`src/rtl/mem_port_arbiter_if.sv`:
```
// Core-side request/response channels, block RAM port and UART hooks of mem_port_arbiter.
// slave is the arbiter's view; master is the surrounding core/memory/UART.
interface mem_port_arbiter_if #(
  parameter int unsigned ADDR_W = 32
);
  localparam int unsigned DATA_W = 32;

  logic              f_req;
  logic [ADDR_W-1:0] f_addr;
  logic              f_gnt;
  logic              f_rvalid;
  logic [DATA_W-1:0] f_rdata;

  logic              d_req;
  logic              d_we;
  logic [ADDR_W-1:0] d_addr;
  logic [DATA_W-1:0] d_wdata;
  logic              d_gnt;
  logic              d_rvalid;
  logic [DATA_W-1:0] d_rdata;

  logic [ADDR_W-1:0] m_addr;
  logic              m_wen;
  logic [DATA_W-1:0] m_wdata;
  logic [DATA_W-1:0] m_rdata;

  logic              tx_start;
  logic [7:0]        tx_data;
  logic              tx_busy;

  modport slave (
    input  f_req, f_addr, d_req, d_we, d_addr, d_wdata, m_rdata, tx_busy,
    output f_gnt, f_rvalid, f_rdata, d_gnt, d_rvalid, d_rdata,
           m_addr, m_wen, m_wdata, tx_start, tx_data
  );

  modport master (
    output f_req, f_addr, d_req, d_we, d_addr, d_wdata, m_rdata, tx_busy,
    input  f_gnt, f_rvalid, f_rdata, d_gnt, d_rvalid, d_rdata,
           m_addr, m_wen, m_wdata, tx_start, tx_data
  );
endinterface

```
`src/rtl/mem_port_arbiter.sv`:
```
// Round-robin arbiter sharing one memory port between fetch and load/store,
// with a single memory-mapped UART address decoded on the data side.
module mem_port_arbiter #(
  parameter int unsigned        ADDR_W       = 32,
  parameter int unsigned        READ_LATENCY = 1,
  parameter logic [ADDR_W-1:0]  UART_ADDR    = ADDR_W'(32'hFFFF_FF00)
) (
  input  logic                clock,
  input  logic                reset,
  mem_port_arbiter_if.slave   bus
);
  localparam int unsigned DATA_W = 32;
  localparam int unsigned CNT_W  = 3;

  typedef enum logic [1:0] {IDLE, WRITE, READ, RESP} state_t;

  state_t              state_q, state_d;
  logic                last_f_q, last_f_d;
  logic                own_d_q, own_d_d;
  logic                uart_rd_q, uart_rd_d;
  logic [CNT_W-1:0]    cnt_q, cnt_d;
  logic                f_gnt_q, f_gnt_d, d_gnt_q, d_gnt_d;
  logic                f_rvalid_q, f_rvalid_d, d_rvalid_q, d_rvalid_d;
  logic [DATA_W-1:0]   f_rdata_q, f_rdata_d, d_rdata_q, d_rdata_d;
  logic [ADDR_W-1:0]   m_addr_q, m_addr_d;
  logic                m_wen_q, m_wen_d;
  logic [DATA_W-1:0]   m_wdata_q, m_wdata_d;
  logic                tx_start_q, tx_start_d;
  logic [7:0]          tx_data_q, tx_data_d;

  logic                d_is_uart_c, d_elig_c, pick_d_c;
  logic [DATA_W-1:0]   rd_word_c;

  // A UART access may only proceed while the transmitter is free.
  assign d_is_uart_c = (bus.d_addr == UART_ADDR);
  assign d_elig_c    = bus.d_req && !(d_is_uart_c && bus.tx_busy);
  assign pick_d_c    = d_elig_c && (!bus.f_req || last_f_q);
  assign rd_word_c   = uart_rd_q ? {{(DATA_W-1){1'b0}}, bus.tx_busy} : bus.m_rdata;

  always_ff @(posedge clock or posedge reset) begin
    if (reset) begin
      state_q    <= IDLE;
      last_f_q   <= 1'b1;
      own_d_q    <= 1'b0;
      uart_rd_q  <= 1'b0;
      cnt_q      <= '0;
      f_gnt_q    <= 1'b0;
      d_gnt_q    <= 1'b0;
      f_rvalid_q <= 1'b0;
      d_rvalid_q <= 1'b0;
      f_rdata_q  <= '0;
      d_rdata_q  <= '0;
      m_addr_q   <= '0;
      m_wen_q    <= 1'b0;
      m_wdata_q  <= '0;
      tx_start_q <= 1'b0;
      tx_data_q  <= '0;
    end else begin
      state_q    <= state_d;
      last_f_q   <= last_f_d;
      own_d_q    <= own_d_d;
      uart_rd_q  <= uart_rd_d;
      cnt_q      <= cnt_d;
      f_gnt_q    <= f_gnt_d;
      d_gnt_q    <= d_gnt_d;
      f_rvalid_q <= f_rvalid_d;
      d_rvalid_q <= d_rvalid_d;
      f_rdata_q  <= f_rdata_d;
      d_rdata_q  <= d_rdata_d;
      m_addr_q   <= m_addr_d;
      m_wen_q    <= m_wen_d;
      m_wdata_q  <= m_wdata_d;
      tx_start_q <= tx_start_d;
      tx_data_q  <= tx_data_d;
    end
  end

  always_comb begin
    state_d    = state_q;
    last_f_d   = last_f_q;
    own_d_d    = own_d_q;
    uart_rd_d  = uart_rd_q;
    cnt_d      = cnt_q;
    f_gnt_d    = 1'b0;
    d_gnt_d    = 1'b0;
    f_rvalid_d = 1'b0;
    d_rvalid_d = 1'b0;
    f_rdata_d  = f_rdata_q;
    d_rdata_d  = d_rdata_q;
    m_addr_d   = m_addr_q;
    m_wen_d    = 1'b0;
    m_wdata_d  = m_wdata_q;
    tx_start_d = 1'b0;
    tx_data_d  = tx_data_q;

    unique case (state_q)
      IDLE: begin
        if (pick_d_c) begin
          d_gnt_d   = 1'b1;
          last_f_d  = 1'b0;
          own_d_d   = 1'b1;
          cnt_d     = '0;
          m_addr_d  = bus.d_addr;
          uart_rd_d = 1'b0;
          if (bus.d_we) begin
            state_d = WRITE;
            if (d_is_uart_c) begin
              tx_start_d = 1'b1;
              tx_data_d  = bus.d_wdata[7:0];
            end else begin
              m_wen_d   = 1'b1;
              m_wdata_d = bus.d_wdata;
            end
          end else begin
            state_d   = READ;
            uart_rd_d = d_is_uart_c;
          end
        end else if (bus.f_req) begin
          f_gnt_d   = 1'b1;
          last_f_d  = 1'b1;
          own_d_d   = 1'b0;
          cnt_d     = '0;
          m_addr_d  = bus.f_addr;
          uart_rd_d = 1'b0;
          state_d   = READ;
        end
      end
      WRITE: state_d = IDLE;
      READ: begin
        // UART status reads skip the memory latency entirely.
        if (uart_rd_q || (cnt_q == CNT_W'(READ_LATENCY))) begin
          state_d = RESP;
          if (own_d_q) begin
            d_rvalid_d = 1'b1;
            d_rdata_d  = rd_word_c;
          end else begin
            f_rvalid_d = 1'b1;
            f_rdata_d  = rd_word_c;
          end
        end else begin
          cnt_d = cnt_q + CNT_W'(1);
        end
      end
      RESP:    state_d = IDLE;
      default: state_d = IDLE;
    endcase
  end

  assign bus.f_gnt    = f_gnt_q;
  assign bus.d_gnt    = d_gnt_q;
  assign bus.f_rvalid = f_rvalid_q;
  assign bus.d_rvalid = d_rvalid_q;
  assign bus.f_rdata  = f_rdata_q;
  assign bus.d_rdata  = d_rdata_q;
  assign bus.m_addr   = m_addr_q;
  assign bus.m_wen    = m_wen_q;
  assign bus.m_wdata  = m_wdata_q;
  assign bus.tx_start = tx_start_q;
  assign bus.tx_data  = tx_data_q;

endmodule
```
`src/flat_wrapper.sv`:
```
// flat-port wrapper written by rule: the top's interface ports become plain ports
module mem_port_arbiter_flat 
#(
  parameter int unsigned        ADDR_W       = 32,
  parameter int unsigned        READ_LATENCY = 1,
  parameter logic [ADDR_W-1:0]  UART_ADDR    = ADDR_W'(32'hFFFF_FF00)
)
  (clock, reset, bus_f_req, bus_f_addr, bus_d_req, bus_d_we, bus_d_addr, bus_d_wdata, bus_m_rdata, bus_tx_busy, bus_f_gnt, bus_f_rvalid, bus_f_rdata, bus_d_gnt, bus_d_rvalid, bus_d_rdata, bus_m_addr, bus_m_wen, bus_m_wdata, bus_tx_start, bus_tx_data);
  mem_port_arbiter_if #(.ADDR_W(ADDR_W)) bus_i ();
  input  logic clock;
  input  logic reset;
  input wire logic [$bits(bus_i.f_req)-1:0] bus_f_req;
  input wire logic [$bits(bus_i.f_addr)-1:0] bus_f_addr;
  input wire logic [$bits(bus_i.d_req)-1:0] bus_d_req;
  input wire logic [$bits(bus_i.d_we)-1:0] bus_d_we;
  input wire logic [$bits(bus_i.d_addr)-1:0] bus_d_addr;
  input wire logic [$bits(bus_i.d_wdata)-1:0] bus_d_wdata;
  input wire logic [$bits(bus_i.m_rdata)-1:0] bus_m_rdata;
  input wire logic [$bits(bus_i.tx_busy)-1:0] bus_tx_busy;
  output wire logic [$bits(bus_i.f_gnt)-1:0] bus_f_gnt;
  output wire logic [$bits(bus_i.f_rvalid)-1:0] bus_f_rvalid;
  output wire logic [$bits(bus_i.f_rdata)-1:0] bus_f_rdata;
  output wire logic [$bits(bus_i.d_gnt)-1:0] bus_d_gnt;
  output wire logic [$bits(bus_i.d_rvalid)-1:0] bus_d_rvalid;
  output wire logic [$bits(bus_i.d_rdata)-1:0] bus_d_rdata;
  output wire logic [$bits(bus_i.m_addr)-1:0] bus_m_addr;
  output wire logic [$bits(bus_i.m_wen)-1:0] bus_m_wen;
  output wire logic [$bits(bus_i.m_wdata)-1:0] bus_m_wdata;
  output wire logic [$bits(bus_i.tx_start)-1:0] bus_tx_start;
  output wire logic [$bits(bus_i.tx_data)-1:0] bus_tx_data;
  assign bus_i.f_req = bus_f_req;
  assign bus_i.f_addr = bus_f_addr;
  assign bus_i.d_req = bus_d_req;
  assign bus_i.d_we = bus_d_we;
  assign bus_i.d_addr = bus_d_addr;
  assign bus_i.d_wdata = bus_d_wdata;
  assign bus_i.m_rdata = bus_m_rdata;
  assign bus_i.tx_busy = bus_tx_busy;
  assign bus_f_gnt = bus_i.f_gnt;
  assign bus_f_rvalid = bus_i.f_rvalid;
  assign bus_f_rdata = bus_i.f_rdata;
  assign bus_d_gnt = bus_i.d_gnt;
  assign bus_d_rvalid = bus_i.d_rvalid;
  assign bus_d_rdata = bus_i.d_rdata;
  assign bus_m_addr = bus_i.m_addr;
  assign bus_m_wen = bus_i.m_wen;
  assign bus_m_wdata = bus_i.m_wdata;
  assign bus_tx_start = bus_i.tx_start;
  assign bus_tx_data = bus_i.tx_data;
  mem_port_arbiter #(.ADDR_W(ADDR_W), .READ_LATENCY(READ_LATENCY), .UART_ADDR(UART_ADDR)) u_core (.clock(clock), .reset(reset), .bus(bus_i));
endmodule
```
`config.mk`:
```
export PLATFORM = sky130hd
export DESIGN_NAME = mem_port_arbiter_flat
export DESIGN_NICKNAME = d
export VERILOG_FILES = /design/src/rtl/mem_port_arbiter_if.sv /design/src/rtl/mem_port_arbiter.sv /design/src/flat_wrapper.sv
export SDC_FILE = /design/constraint.sdc
export NUM_CORES = 1
export LEC_CHECK = 0
export CAP_MARGIN = 20
export CORE_ASPECT_RATIO = 1.5
export CORE_UTILIZATION = 47
export CTS_BUF_LIST = sky130_fd_sc_hd__clkbuf_2
export DETAILED_ROUTE_END_ITERATION = 12
export PLACE_DENSITY = 0.89
export SLEW_MARGIN = 20
export SYNTH_ARGS = -nofsm -noshare
export SYNTH_HDL_FRONTEND = slang
export SYNTH_SLANG_ARGS = --single-unit
```
`constraint.sdc`:
```
create_clock -name clock -period 9.34 [get_ports clock]
set_input_delay 1.868 -clock clock [delete_from_list [all_inputs] [get_ports clock]]
set_output_delay 1.868 -clock clock [all_outputs]
set_load 0.005 [all_outputs]
```
==> results_slide.txt <==
Synthesis and Place & Route Summary

Status
  • Status: finished clean

Cells and area
  • Buffering overhead: 0.299
  • Clock-cell share: 0.0259
  • Bufs w/o clock: 279
  • Leading cell kind: flip-flops and latches
  • Multi-input gates: roughly 320
  • Nets@finish: between 900 and 1000
  • Register area: roughly 3800 µm²
  • Fillers: 875
  • Inverters: 10
  • P&R area growth vs syn: 50.4%
  • Sequential cell area share: 0.401
  • Clock buffers: 19
  • Number of diodes: 0
  • Layout cell share with drive strength beyond 1: 0.166
  • Fraction of area in multi-input gates: 0.248
  • Logic area: ~2300 µm²
  • Flop count: approximately 150

Logic synthesis
  • Yosys warning count: 0
  • Syn Inst Count: 508
  • Syn Area/Cell: roughly 12 µm²
  • Yosys cell types: 39
  • Yosys Chip Area: 6230 µm²
  • #FFs+latches synth: ~150
  • Main flop type: dfrtp_1
  • Top cells by count: dfrtp_1, mux2_2, nand2_1, o21ai_0, nand2b_1
  • Synth top cell by count: dfrtp_1
  • Cell type with the largest total area: dfrtp_1
  • EDFF count, synth: 0
  • Post-synth seq share: 0.602
  • Ys cells: between 500 and 600
  • Floorplan Nets: about 640
  • Post-Syn Area: roughly 6200 µm²
  • Top-area cell share: 0.598
  • Top cells, area: dfrtp_1, mux2_2, o21ai_0
  • Async set-reset flop share out of synthesis: 1.00

Setup path
  • Crit path kind: in -> reg
  • CP Capture Type: flip-flop
  • Cell family with most CP delay: simple AND/OR/NAND/NOR gates
  • Slowest cell on the critical path: or3_1
  • WP buf/inv: 1
  • Critical Path Stages: 6
  • Max FO, Critical Path: 8
  • Critical Path Max Stage Delay: 570 ps
  • WP data required: approximately 9900 ps
  • Flop2flop setup slack: roughly 6700 ps
  • Worst-path cell chain: clkdlybuf4s50_1 -> or4_4 -> nor4_4 -> nand2_1 -> or3_1 -> mux2_1
  • Reg-to-reg startpoint: u_core.uart_rd_q
  • Worst EP arrival: between 4000 and 5000 ps
  • Crit path from: bus_d_addr[0]
  • Critical R2R Capture: u_core.bus.d_rdata[28]
  • Crit start category: input pin
  • CP endpoint: u_core.bus.tx_data[7]
  • Cells on worst reg2reg path: 4

Timing
  • Slew headroom: 0.248
  • Post-layout min period: approximately 3900 ps
  • Cycle use final: 0.416
  • Final Max Slew Viols: 0
  • Measured slew at the worst slew-check pin: 1130 ps
  • Final TNS setup: 0 ps
  • Setup-failing EPs final: 0
  • Worst Skew: approximately 32 ps
  • Max Clock Freq: between 200 and 300 MHz
  • Fin. Hold Viols: 0
  • RSZ-0062 raised after global routing: no

CTS
  • Clock Latency Late Sink: roughly 660 ps
  • Cts-stage hold buffer count: 0
  • TritonCTS clock tree: yes
  • H-Tree Depth: 4
  • Setup repair bufs after CTS: 0
  • Worst-path clk slew: 220 ps
  • CTS sink cnt: roughly 150
  • CTS Buf Count: 17
  • CTS Buffer Depth: 2
  • Root buffer cell: clkbuf_2
  • Post-CTS Resized: 0

Power and ir drop
  • Clk power: 0.000367 W
  • P_comb: 0.00119 W
  • Combinational share of power: 0.445
  • Top power group: combinational cells
  • Overall power: 0.00268 W
  • Power per cell area: 285 nW/µm²
  • Clock power frac: 0.137
  • Reg power frac: 0.418
  • Psw: 0.000843 W
  • Sw frac: 0.315
  • Seq pwr: between 0.001 and 0.0015 W
  • Peak supply drop: roughly 0.00015 V
  • Leakage: 4.06 nW
  • Internal Power: between 0.0015 and 0.002 W

Floorplanning
  • I/O pins: roughly 280
  • Cell Rows: ~51
  • Core Footprint: 13000 µm²
  • Die height: 143 µm
  • DIE AREA: ~14000 µm²
  • Fp_density: 0.481
  • Die X: approximately 96 µm
  • Well-Tap Cells: approximately 160

Routing
  • Post-route ant nets: 0
  • Iter 0 DRT Violations: 135
  • First-pass DRT Iterations: 4
  • DRC Markers: 0
  • Routed len/inst: 17.7 µm
  • Via density per instance: roughly 5.2

Placement
  • I/O Buffers: 275
  • Placer congestion estimate: a little over 0.8
  • HPWL Detailed: roughly 12 mm

Global route
  • First-pass GRT wire length: 25.3 mm
  • Largest net degree at the start of global routing: a little over 80
  • Antenna violations before repair: 0
  • Grt ovf: 0
  • GRT Util Overall: 0.245
  • Vias in the first global route: around 5100

Job
  • Max-capacitance violation count: 0
  • OpenROAD warning count: 27

Worst hold path
  • WHS Endpoint: u_core.bus.d_rdata[10]
  • Hold Path Cell Cnt: 2
  • Hold Path Class: reg -> reg
  • Hold_sp: u_core.bus.d_rdata[10]
-- routing by layer --
| layer | GRT usage | vias up | part of all wire |
|---|---|---|---|
| met3 | 0.0692 | 43 | 0.067 |
| met1 | 0.264 | 2418 | 0.35 |
| met2 | 0.429 | 219 | 0.55 |
| met5 | 0 | - | 0 |
| li1 | - | 2285 | - |
| met4 | 0.120 | 0 | 0.033 |
-- kinds of logic after synthesis --
logic type	count (synthesis)	synth area share
flops	150	0.602
simple gates	130	0.104
mux	105	0.190
compound gates	82	0.0719
buf+inv	39	0.0285
fa+ha+maj	2	0.00401
-- per-stage QoR --
stage | setup WS, ps | hold slack (ps) | area (µm²) | cells | utilization
floorplan | 3440 | 453 | 6230 | 508 | -
global placement | 4710 | 462 | 9090 | 916 | 0.702
detailed placement | 4620 | 471 | 9090 | 916 | 0.702
CTS | 5430 | 515 | 9340 | 948 | 0.721
global route | 5450 | 533 | 9370 | 949 | 0.724
finish | 5450 | 514 | 9370 | 949 | 0.724
-- cells in the final DEF, fill, tap and decap left out, types with 2 or more instances in the layout --
| cell type | instances |
|---|---|
| nand2b_1 | 32 |
| ha_1 | 2 |
| mux2_2 | 86 |
| dfrtp_1 | 149 |
| buf_4 | 2 |
| clkbuf_2 | 19 |
| clkinv_4 | 2 |
| o22ai_1 | 2 |
| nand2_1 | 70 |
| nor4_1 | 3 |
| clkdlybuf4s50_1 | 275 |
| a21oi_1 | 2 |
| inv_6 | 5 |
| o21ai_0 | 67 |
| nor2b_1 | 3 |
| nor2_1 | 6 |
| clkinvlp_4 | 4 |
| bufinv_16 | 2 |
| mux2_1 | 18 |
| inv_1 | 9 |
| nand4_1 | 6 |
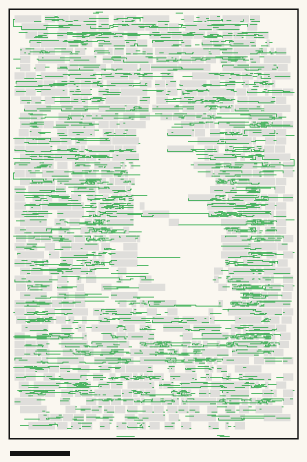
(the metal 1 layer)
Bar = 20 µm.
nets with wire on the layer	786
longest straight run	27.1 µm
main direction	horizontal
share of all routed wire	35%

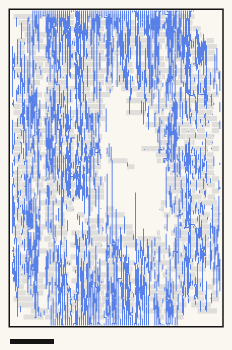
(metal 2)
Bar = 20 µm.
main direction	vertical
wire length on this layer	9160 µm
Via Count: 4965
met2 Use GR: 0.429
DRT Wirelength: 16.8 mm

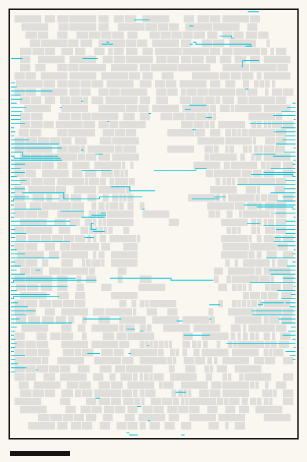
(metal 3)
Bar = 20 µm.
nets with wire on the layer	168
longest straight run	27.6 µm
M3 GR Usage: 0.0692

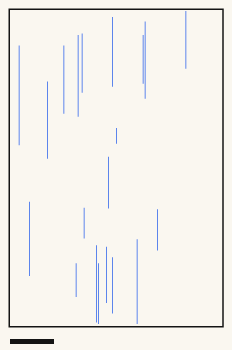
(met4 routing)
Bar = 20 µm.
wire length on this layer	547 µm
nets with wire on the layer	16

No activity file was given, so power comes from the tool's default toggle rates.
